$ cat config.mk
export PLATFORM = sky130hd
export DESIGN_NAME = sd_wb_slave_flat
export DESIGN_NICKNAME = d
export VERILOG_FILES = /design/src/rtl/sd_wb_pkg.sv /design/src/rtl/sd_wb_slave_if.sv /design/src/rtl/sd_wb_slave.sv /design/src/flat_wrapper.sv
export SDC_FILE = /design/constraint.sdc
export NUM_CORES = 1
export LEC_CHECK = 0
export CORE_MARGIN = 2
export CORE_UTILIZATION = 35
export DETAILED_ROUTE_END_ITERATION = 12
export GPL_ROUTABILITY_DRIVEN = 0
export GPL_TIMING_DRIVEN = 0
export PLACE_DENSITY = 0.68
export SKIP_LAST_GASP = 1
export SLEW_MARGIN = 30
export SYNTH_ARGS = -nofsm -noshare
export SYNTH_HDL_FRONTEND = slang
export SYNTH_SLANG_ARGS = --single-unit
$ cat constraint.sdc
create_clock -name CLK_I -period 2.45 [get_ports CLK_I]
set_clock_uncertainty 0.2 [all_clocks]
set_input_delay 0.245 -clock CLK_I [delete_from_list [all_inputs] [get_ports CLK_I]]
set_output_delay 0.245 -clock CLK_I [all_outputs]
set_load 0.01 [all_outputs]
$ cat src/rtl/sd_wb_pkg.sv
// Shared constants and types for the SD host Wishbone register front-end.
// Latency: n/a (declarations only).
// Backpressure: n/a.
package sd_wb_pkg;

    localparam int cWishboneWidth = 32;
    localparam int cRegAddrWidth  = 3;

    // Wishbone B4 registered-feedback cycle type; every type is serviced as classic
    typedef enum logic [2:0] {
        cCtiClassic = 3'b000,
        cCtiConst   = 3'b001,
        cCtiIncr    = 3'b010,
        cCtiEnd     = 3'b111
    } cti_e;

    // Register map, selected by ADR_O[6:4]
    localparam logic [cRegAddrWidth-1:0] cRegStatus    = 3'd0;
    localparam logic [cRegAddrWidth-1:0] cRegOperation = 3'd1;
    localparam logic [cRegAddrWidth-1:0] cRegStartAddr = 3'd2;
    localparam logic [cRegAddrWidth-1:0] cRegEndAddr   = 3'd3;
    localparam logic [cRegAddrWidth-1:0] cRegReadData  = 3'd4;
    localparam logic [cRegAddrWidth-1:0] cRegWriteData = 3'd5;

    // Operation codes understood by the controller core
    localparam logic [cWishboneWidth-1:0] cOpRead  = 32'h10;
    localparam logic [cWishboneWidth-1:0] cOpWrite = 32'h01;

    // Status register bit positions
    localparam int cStatIdleBit    = 0;
    localparam int cStatRdAvailBit = 1;
    localparam int cStatWrSpaceBit = 2;

endpackage

$ cat src/rtl/sd_wb_slave_if.sv
// Wishbone B4 bus bundle between the system master and the SD register slave.
// Latency: n/a (wires only).
// Backpressure: slave terminates each cycle with exactly one of ACK/ERR/RTY.
interface sd_wb_slave_if;
    import sd_wb_pkg::*;

    logic                      CYC_O;
    logic                      STB_O;
    logic                      WE_O;
    logic [cRegAddrWidth-1:0]  ADR_O;
    logic [cWishboneWidth-1:0] DAT_O;
    logic                      SEL_O;
    logic [2:0]                CTI_O;
    logic                      LOCK_O;
    logic [31:0]               TGA_O;
    logic [31:0]               TGC_O;
    logic                      TGD_O;

    logic                      ACK_I;
    logic                      ERR_I;
    logic                      RTY_I;
    logic [cWishboneWidth-1:0] DAT_I;

    modport master (
        output CYC_O, STB_O, WE_O, ADR_O, DAT_O, SEL_O, CTI_O, LOCK_O, TGA_O, TGC_O, TGD_O,
        input  ACK_I, ERR_I, RTY_I, DAT_I
    );

    modport slave (
        input  CYC_O, STB_O, WE_O, ADR_O, DAT_O, SEL_O, CTI_O, LOCK_O, TGA_O, TGC_O, TGD_O,
        output ACK_I, ERR_I, RTY_I, DAT_I
    );

endinterface

$ cat src/rtl/sd_wb_slave.sv
// Wishbone register slave: operation/address registers, op req/ack to the core, FIFO bridge.
// Latency: termination one cycle after CYC&STB is sampled in Idle; at most one transfer per 2 cycles.
// Backpressure: RTY when the read FIFO is empty, write FIFO full, or the core is busy; ERR on bad access.
module sd_wb_slave
    import sd_wb_pkg::*;
(
    input  logic                      CLK_I,
    input  logic                      inResetAsync,
    sd_wb_slave_if.slave              wb,
    output logic                      oOpReq,
    input  logic                      iOpAck,
    input  logic                      iCtrlIdle,
    output logic [cWishboneWidth-1:0] oOperation,
    output logic [cWishboneWidth-1:0] oStartAddr,
    output logic [cWishboneWidth-1:0] oEndAddr,
    input  logic [cWishboneWidth-1:0] iRdFifoData,
    input  logic                      iRdFifoEmpty,
    output logic                      oRdFifoRdEn,
    output logic [cWishboneWidth-1:0] oWrFifoData,
    output logic                      oWrFifoWrEn,
    input  logic                      iWrFifoFull
);

    typedef enum logic {ST_IDLE, ST_RESPOND} state_e;

    state_e                    state_q, state_d;
    logic                      ack_q, ack_d, err_q, err_d, rty_q, rty_d;
    logic [cWishboneWidth-1:0] dat_q, dat_d;
    logic [cWishboneWidth-1:0] op_q, op_d, start_q, start_d, end_addr_q, end_addr_d;
    logic                      op_req_q, op_req_d;
    logic                      rd_en_q, rd_en_d, wr_en_q, wr_en_d;
    logic [cWishboneWidth-1:0] wr_dat_q, wr_dat_d;
    logic [cWishboneWidth-1:0] status;
    logic                      busy;

    // Lock, tags and cycle type carry no meaning for this slave
    logic unused_ok;
    assign unused_ok = ^{wb.CTI_O, wb.LOCK_O, wb.TGA_O, wb.TGC_O, wb.TGD_O};

    // Parameter registers must not move while the core holds a pending operation
    assign busy = op_req_q | ~iCtrlIdle;

    // Bus state register
    always_ff @(posedge CLK_I or negedge inResetAsync) begin
        if (!inResetAsync) state_q <= ST_IDLE;
        else               state_q <= state_d;
    end

    // Decode the sampled request: termination, read data and all side effects
    always_comb begin
        state_d    = state_q;
        ack_d      = 1'b0;
        err_d      = 1'b0;
        rty_d      = 1'b0;
        dat_d      = '0;
        op_d       = op_q;
        start_d    = start_q;
        end_addr_d = end_addr_q;
        op_req_d   = op_req_q;
        rd_en_d    = 1'b0;
        wr_en_d    = 1'b0;
        wr_dat_d   = wr_dat_q;
        status                  = '0;
        status[cStatIdleBit]    = iCtrlIdle & ~op_req_q;
        status[cStatRdAvailBit] = ~iRdFifoEmpty;
        status[cStatWrSpaceBit] = ~iWrFifoFull;

        if (op_req_q && iOpAck) op_req_d = 1'b0;

        case (state_q)
            ST_IDLE: begin
                if (wb.CYC_O && wb.STB_O) begin
                    state_d = ST_RESPOND;
                    if (wb.WE_O) begin
                        case (wb.ADR_O)
                            cRegOperation, cRegStartAddr, cRegEndAddr: begin
                                if (busy) begin
                                    rty_d = 1'b1;
                                end else begin
                                    ack_d = 1'b1;
                                    if (wb.SEL_O) begin
                                        case (wb.ADR_O)
                                            cRegOperation: begin
                                                op_d     = wb.DAT_O;
                                                op_req_d = 1'b1;
                                            end
                                            cRegStartAddr: start_d    = wb.DAT_O;
                                            default:       end_addr_d = wb.DAT_O;
                                        endcase
                                    end
                                end
                            end
                            cRegWriteData: begin
                                if (iWrFifoFull) begin
                                    rty_d = 1'b1;
                                end else begin
                                    ack_d = 1'b1;
                                    if (wb.SEL_O) begin
                                        wr_en_d  = 1'b1;
                                        wr_dat_d = wb.DAT_O;
                                    end
                                end
                            end
                            default: err_d = 1'b1;
                        endcase
                    end else begin
                        case (wb.ADR_O)
                            cRegStatus: begin
                                ack_d = 1'b1;
                                dat_d = status;
                            end
                            cRegOperation: begin
                                ack_d = 1'b1;
                                dat_d = op_q;
                            end
                            cRegStartAddr: begin
                                ack_d = 1'b1;
                                dat_d = start_q;
                            end
                            cRegEndAddr: begin
                                ack_d = 1'b1;
                                dat_d = end_addr_q;
                            end
                            cRegReadData: begin
                                if (iRdFifoEmpty) begin
                                    rty_d = 1'b1;
                                end else begin
                                    // Show-ahead head is captured now; the pop lands in Respond
                                    ack_d   = 1'b1;
                                    dat_d   = iRdFifoData;
                                    rd_en_d = 1'b1;
                                end
                            end
                            default: err_d = 1'b1;
                        endcase
                    end
                end
            end
            ST_RESPOND: state_d = ST_IDLE;
            default:    state_d = ST_IDLE;
        endcase
    end

    // Response, parameter and FIFO-strobe registers
    always_ff @(posedge CLK_I or negedge inResetAsync) begin
        if (!inResetAsync) begin
            ack_q      <= 1'b0;
            err_q      <= 1'b0;
            rty_q      <= 1'b0;
            dat_q      <= '0;
            op_q       <= '0;
            start_q    <= '0;
            end_addr_q <= '0;
            op_req_q   <= 1'b0;
            rd_en_q    <= 1'b0;
            wr_en_q    <= 1'b0;
            wr_dat_q   <= '0;
        end else begin
            ack_q      <= ack_d;
            err_q      <= err_d;
            rty_q      <= rty_d;
            dat_q      <= dat_d;
            op_q       <= op_d;
            start_q    <= start_d;
            end_addr_q <= end_addr_d;
            op_req_q   <= op_req_d;
            rd_en_q    <= rd_en_d;
            wr_en_q    <= wr_en_d;
            wr_dat_q   <= wr_dat_d;
        end
    end

    assign wb.ACK_I    = ack_q;
    assign wb.ERR_I    = err_q;
    assign wb.RTY_I    = rty_q;
    assign wb.DAT_I    = dat_q;
    assign oOpReq      = op_req_q;
    assign oOperation  = op_q;
    assign oStartAddr  = start_q;
    assign oEndAddr    = end_addr_q;
    assign oRdFifoRdEn = rd_en_q;
    assign oWrFifoData = wr_dat_q;
    assign oWrFifoWrEn = wr_en_q;

endmodule

$ cat src/flat_wrapper.sv
// flat-port wrapper written by rule: the top's interface ports become plain ports
module sd_wb_slave_flat import sd_wb_pkg::*;
  (CLK_I, inResetAsync, oOpReq, iOpAck, iCtrlIdle, oOperation, oStartAddr, oEndAddr, iRdFifoData, iRdFifoEmpty, oRdFifoRdEn, oWrFifoData, oWrFifoWrEn, iWrFifoFull, wb_CYC_O, wb_STB_O, wb_WE_O, wb_ADR_O, wb_DAT_O, wb_SEL_O, wb_CTI_O, wb_LOCK_O, wb_TGA_O, wb_TGC_O, wb_TGD_O, wb_ACK_I, wb_ERR_I, wb_RTY_I, wb_DAT_I);
  sd_wb_slave_if wb_i ();
  input  logic CLK_I;
  input  logic inResetAsync;
  output logic oOpReq;
  input  logic iOpAck;
  input  logic iCtrlIdle;
  output logic [cWishboneWidth-1:0] oOperation;
  output logic [cWishboneWidth-1:0] oStartAddr;
  output logic [cWishboneWidth-1:0] oEndAddr;
  input  logic [cWishboneWidth-1:0] iRdFifoData;
  input  logic iRdFifoEmpty;
  output logic oRdFifoRdEn;
  output logic [cWishboneWidth-1:0] oWrFifoData;
  output logic oWrFifoWrEn;
  input  logic iWrFifoFull;
  input wire logic [$bits(wb_i.CYC_O)-1:0] wb_CYC_O;
  input wire logic [$bits(wb_i.STB_O)-1:0] wb_STB_O;
  input wire logic [$bits(wb_i.WE_O)-1:0] wb_WE_O;
  input wire logic [$bits(wb_i.ADR_O)-1:0] wb_ADR_O;
  input wire logic [$bits(wb_i.DAT_O)-1:0] wb_DAT_O;
  input wire logic [$bits(wb_i.SEL_O)-1:0] wb_SEL_O;
  input wire logic [$bits(wb_i.CTI_O)-1:0] wb_CTI_O;
  input wire logic [$bits(wb_i.LOCK_O)-1:0] wb_LOCK_O;
  input wire logic [$bits(wb_i.TGA_O)-1:0] wb_TGA_O;
  input wire logic [$bits(wb_i.TGC_O)-1:0] wb_TGC_O;
  input wire logic [$bits(wb_i.TGD_O)-1:0] wb_TGD_O;
  output wire logic [$bits(wb_i.ACK_I)-1:0] wb_ACK_I;
  output wire logic [$bits(wb_i.ERR_I)-1:0] wb_ERR_I;
  output wire logic [$bits(wb_i.RTY_I)-1:0] wb_RTY_I;
  output wire logic [$bits(wb_i.DAT_I)-1:0] wb_DAT_I;
  assign wb_i.CYC_O = wb_CYC_O;
  assign wb_i.STB_O = wb_STB_O;
  assign wb_i.WE_O = wb_WE_O;
  assign wb_i.ADR_O = wb_ADR_O;
  assign wb_i.DAT_O = wb_DAT_O;
  assign wb_i.SEL_O = wb_SEL_O;
  assign wb_i.CTI_O = wb_CTI_O;
  assign wb_i.LOCK_O = wb_LOCK_O;
  assign wb_i.TGA_O = wb_TGA_O;
  assign wb_i.TGC_O = wb_TGC_O;
  assign wb_i.TGD_O = wb_TGD_O;
  assign wb_ACK_I = wb_i.ACK_I;
  assign wb_ERR_I = wb_i.ERR_I;
  assign wb_RTY_I = wb_i.RTY_I;
  assign wb_DAT_I = wb_i.DAT_I;
  sd_wb_slave u_core (.CLK_I(CLK_I), .inResetAsync(inResetAsync), .wb(wb_i), .oOpReq(oOpReq), .iOpAck(iOpAck), .iCtrlIdle(iCtrlIdle), .oOperation(oOperation), .oStartAddr(oStartAddr), .oEndAddr(oEndAddr), .iRdFifoData(iRdFifoData), .iRdFifoEmpty(iRdFifoEmpty), .oRdFifoRdEn(oRdFifoRdEn), .oWrFifoData(oWrFifoData), .oWrFifoWrEn(oWrFifoWrEn), .iWrFifoFull(iWrFifoFull));
endmodule
==> flow_metrics.tcl, run 1 <==
# implementation run metrics
set metrics [dict create \
    status "finished clean" \
    cp.required_ns 2.55 \
    seqCellArea_um2 4180 \
    drive_gt1_frac 0.211 \
    clock-sinks 167 \
    postCtsSetupBuffers 0 \
    drv_cap 0 \
    warning_count 95 \
    ant_nets 0 \
    netlist_area_um2 7500 \
    ios 312 \
    n_clock_buffer 18 \
    arrival_ns 2.17 \
    inv_count 5 \
    p_leak_nw 4.90 \
    cts_tree "done" \
    slew_viol_final 0 \
    power_switching_mw 1.76 \
    numPortBuffers 239 \
    via_per_inst 4.93 \
    slowest_delay_ns 0.57 \
    synth-xor-area-share 0 \
    firstDrtPassIters 4 \
    tap_cells 275 \
    period_needed_ns 2.06 \
    r2r_end "u_core.oStartAddr[4]" \
]
-- run 1: flip-flops by register name, summed over array words and instances (netlist names) --
signal	flops
u_core.oEndAddr	32
u_core.oOpReq	1
u_core.oOperation	32
u_core.oRdFifoRdEn	1
u_core.oStartAddr	32
u_core.oWrFifoData	32
u_core.oWrFifoWrEn	1
u_core.state_q	1
u_core.wb.ACK_I	1
u_core.wb.DAT_I	32
u_core.wb.ERR_I	1
u_core.wb.RTY_I	1
-- run 1: synthesized netlist by cell type (all sizes together) --
cell type	n
a21o	2
mux2	130
and4b	1
nand4	1
nand2	35
o21ai	5
clkbuf	10
nand3	1
nor3b	1
and3	2
a31oi	3
nor2	34
mux2i	31
a32o	2
buf	32
a21oi	34
inv	5
a211oi	1
nor2b	5
o311a	1
dfrtp	167
nor3	4
a311oi	1
o21a	29
nand2b	1
nand3b	32
-- run 1: stage by stage --
step	setup WS [ns]	cells	hold WS [ns]	TNS, ns	power (mW)
after floorplan	0.657	570	-0.251	0	3.45
after CTS	0.378	1120	0.0219	0	6.78
after detailed placement	-0.0658	1086	-0.115	-0.850	4.10
final	0.388	1120	0.0362	0	6.69
after global placement	-6.34	1084	0.292	-1057.59	4.08
after global routing	0.272	1120	0.0396	0	6.99
-- run 1: how the worst max path moves through the flow --
| stage | start | endpoint | slack (ns) |
|---|---|---|---|
| global route | wb_ADR_O[2] | u_core.wb.DAT_I[29] | 0.27 |
| floorplan | u_core.oOpReq | u_core.oStartAddr[10] | 0.66 |
| finish | wb_ADR_O[2] | u_core.oStartAddr[4] | 0.39 |
| global placement | inResetAsync | u_core.oWrFifoData[16] | -6.34 |
| CTS | wb_ADR_O[2] | u_core.wb.DAT_I[29] | 0.38 |
| detailed placement | wb_ADR_O[2] | u_core.wb.DAT_I[29] | -0.07 |
==> run_1/congestion_map.png <==
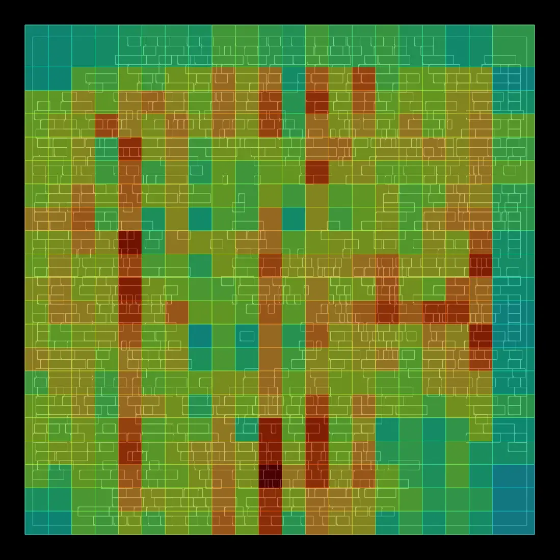
fraction of met2 tracks used by global routing: 0.317
Total Routing Usage GR: 0.206
Avg WL per Cell: 20.4 um

==> run_1/closeup.png <==
Region (60, 90) to (90, 120) um. Cells in gray, sequential cells in the stronger gray; small squares are vias.
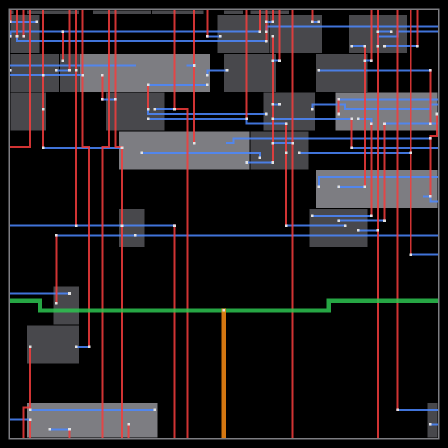
| layer | color |
|---|---|
| M3 | green |
| M1 | blue |
| M4 | orange |
| M2 | red |
most frequent: clkdlybuf4s50_1 (6), dfrtp_1 (5)
netlist names of flops here include: `u_core.oStartAddr` (2)
cells with their middle in the window: 20
sequential cells in the window: 5

==> run_1/gates.png <==
(3 px per um)
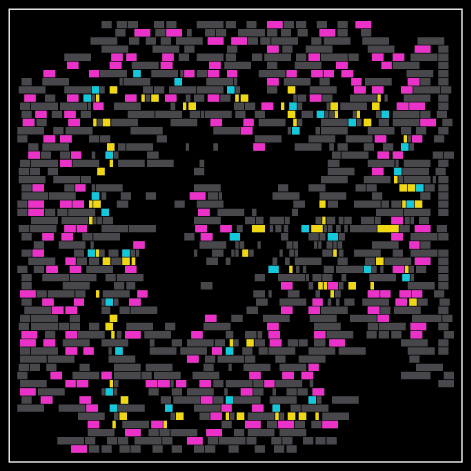
| family | color | cells | most used | where |
|---|---|---|---|---|
| non-inverting ao/oa cells | cyan | 34 | o21a_1 | widely spread |
| nand cells | yellow | 70 | nand2_1 | widely spread |
| mux cells | magenta | 161 | mux2_2 | widely spread |
Top cell excl fill/tap: clkdlybuf4s50_1
multi-input gate share of total cell area: 0.278
Finished Layout Cells: 1,120

==> inputs of run 2 (changes only) <==
--- a/config.mk
+++ b/config.mk
@@ -10,7 +10,7 @@
 export DETAILED_ROUTE_END_ITERATION = 12
 export GPL_ROUTABILITY_DRIVEN = 0
 export GPL_TIMING_DRIVEN = 0
-export PLACE_DENSITY = 0.68
+export PLACE_DENSITY = 0.7
 export SKIP_LAST_GASP = 1
 export SLEW_MARGIN = 30
 export SYNTH_ARGS = -nofsm -noshare
==> constraint.sdc (replaced) <==
create_clock -name CLK_I -period 1.7 [get_ports CLK_I]
set_clock_uncertainty 0.2 [all_clocks]
set_input_delay 0.17 -clock CLK_I [delete_from_list [all_inputs] [get_ports CLK_I]]
set_output_delay 0.17 -clock CLK_I [all_outputs]
set_load 0.01 [all_outputs]
==> run 2 against run 1 <==
  * Largest power group unchanged
  * First-iteration DRC count shrank 8.4%
  * The flow now finishes with violations (negative setup slack)
  * Synthesized cell count is the same
  * Count of clock-buffer cells in the layout grew 1
  * Final area grew 6.4%
  * Sequential share of layout area shrank 2.3 points
==> flow_metrics.tcl, run 2 <==
# implementation run metrics
set metrics [dict create \
    status "finished with violations" \
    violations "negative setup slack" \
    ff_type "dfrtp_1" \
    arrival_ns 2.01 \
    setup_violations 122 \
    worst_pin_slew_ns 0.680 \
    layout_setup_ws_ns -0.207 \
    crit_slowest_cell "dfrtp_1" \
    synthArstFlopShare 1.00 \
    dp.cells 1086 \
    drv_cap 0 \
    period_needed_ns 1.91 \
    numPortBuffers 239 \
    post_drt_wl_per_cell_um 21.4 \
    holdWs_ns 0.0295 \
    tap_cells 275 \
    cts_tree "done" \
    cp.required_ns 1.80 \
    final_cell_count_no_fill 1147 \
    synth_top_cell_by_count "dfrtp_1" \
    via_per_inst 4.98 \
    comb_area_frac 0.284 \
    ios 312 \
    power_switching_mw 2.49 \
    synthCells 570 \
    netlist_area_um2 7500 \
    dp.final_hpwl_um 16000 \
    dp_slack_ns -0.745 \
    edf_count 0 \
    slowest_delay_ns 0.42 \
    clock-sinks 167 \
    postCtsSetupBuffers 18 \
    ant_nets 0 \
    grt_use_total 0.216 \
    top_cells_by_count "167 x dfrtp_1, 79 x mux2_2, 34 x a21oi_1, 34 x nand2_1, 33 x nor2_1" \
    firstDrtPassIters 6 \
    drive_gt1_frac 0.265 \
    warning_count 99 \
    n_clock_buffer 19 \
]
==> run 2: routing by layer <==
| metal | global-route usage | vias to the layer above |
|---|---|---|
| li1 | - | 2581 |
| met1 | 0.277 | 2924 |
| met2 | 0.348 | 187 |
| met3 | 0.0745 | 24 |
| met4 | 0.0566 | 0 |
| met5 | 0 | - |
==> run 2: cell families (layout without fill, tap and decap cells) <==
kind of cell | Yosys count | count (layout) | share of synthesized area
DFF | 167 | 167 | 0.557
muxes | 161 | 161 | 0.251
and+or+nand+nor | 117 | 117 | 0.0866
AOI/OAI and AO/OA | 78 | 78 | 0.0657
buffers and inverters | 47 | 349 | 0.0395
==> run 2: worst max path at each step <==
stage                               from                    end  slack, ns  cells past startpoint
after floorplan            u_core.oOpReq  u_core.oStartAddr[10]      -0.09                      5
after global placement      inResetAsync  u_core.oWrFifoData[6]      -6.94                      1
after detailed placement     wb_ADR_O[2]    u_core.wb.DAT_I[25]      -0.75                      6
after CTS                 u_core.state_q  u_core.oWrFifoData[4]      -0.18                      7
after global routing      u_core.state_q  u_core.oStartAddr[12]      -0.24                      6
final                      u_core.oOpReq  u_core.oStartAddr[12]      -0.21                      5
==> run 2: power groups by stage <==
stage	Combinational, mW	Clock, mW	Sequential, mW
after floorplan	0.471	0	4.53
final	1.42	3.90	4.36
after CTS	1.41	4.00	4.36
after global routing	1.53	4.17	4.39
after detailed placement	1.50	0	4.44
after global placement	1.47	0	4.44
==> run 2: worst reg2reg max path, cell delays in order (launching register included) <==
cell,delay [ns]
dfrtp_1,0.42
nor3b_4,0.24
and4b_1,0.29
buf_12,0.18
clkbuf_16,0.17
mux2_4,0.30
==> run_2/m1.png <==
(2 px per um) Supply wires on this layer in gray.
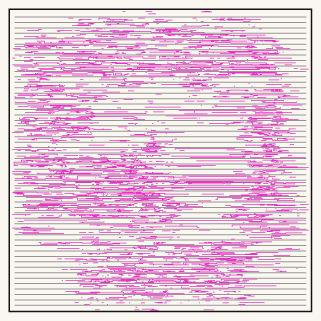
main direction: horizontal
longest straight run: 50.6 um
nets with wire on the layer: 829
share of all routed wire: 44%

==> run_2/gates.png <==
(3 px per um)
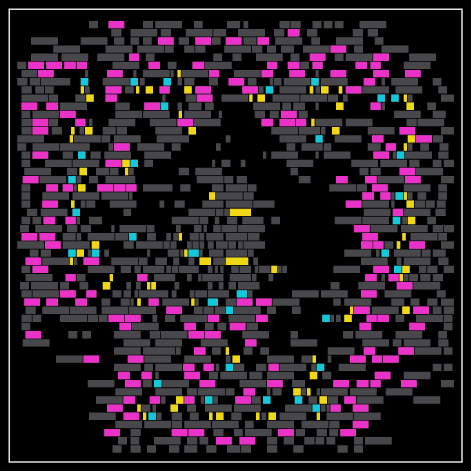
| family | color | cells | most used | where |
|---|---|---|---|---|
| nand cells | yellow | 70 | nand2_1 | widely spread |
| non-inverting ao/oa cells | cyan | 34 | o21a_1 | widely spread |
| mux cells | magenta | 161 | mux2_4 | widely spread |

==> run_2/layers.png <==
(2 px per um) Two of the layers only.
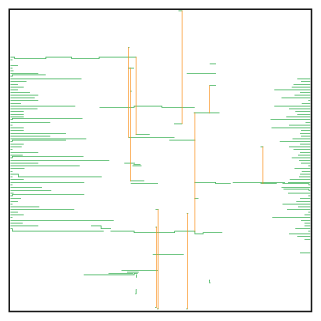
| layer | color | wire length |
|---|---|---|
| M3 | green | 1,830 um |
| M4 | orange | 425 um |

Power figures rest on the tool's default switching activity, not on a simulated workload.
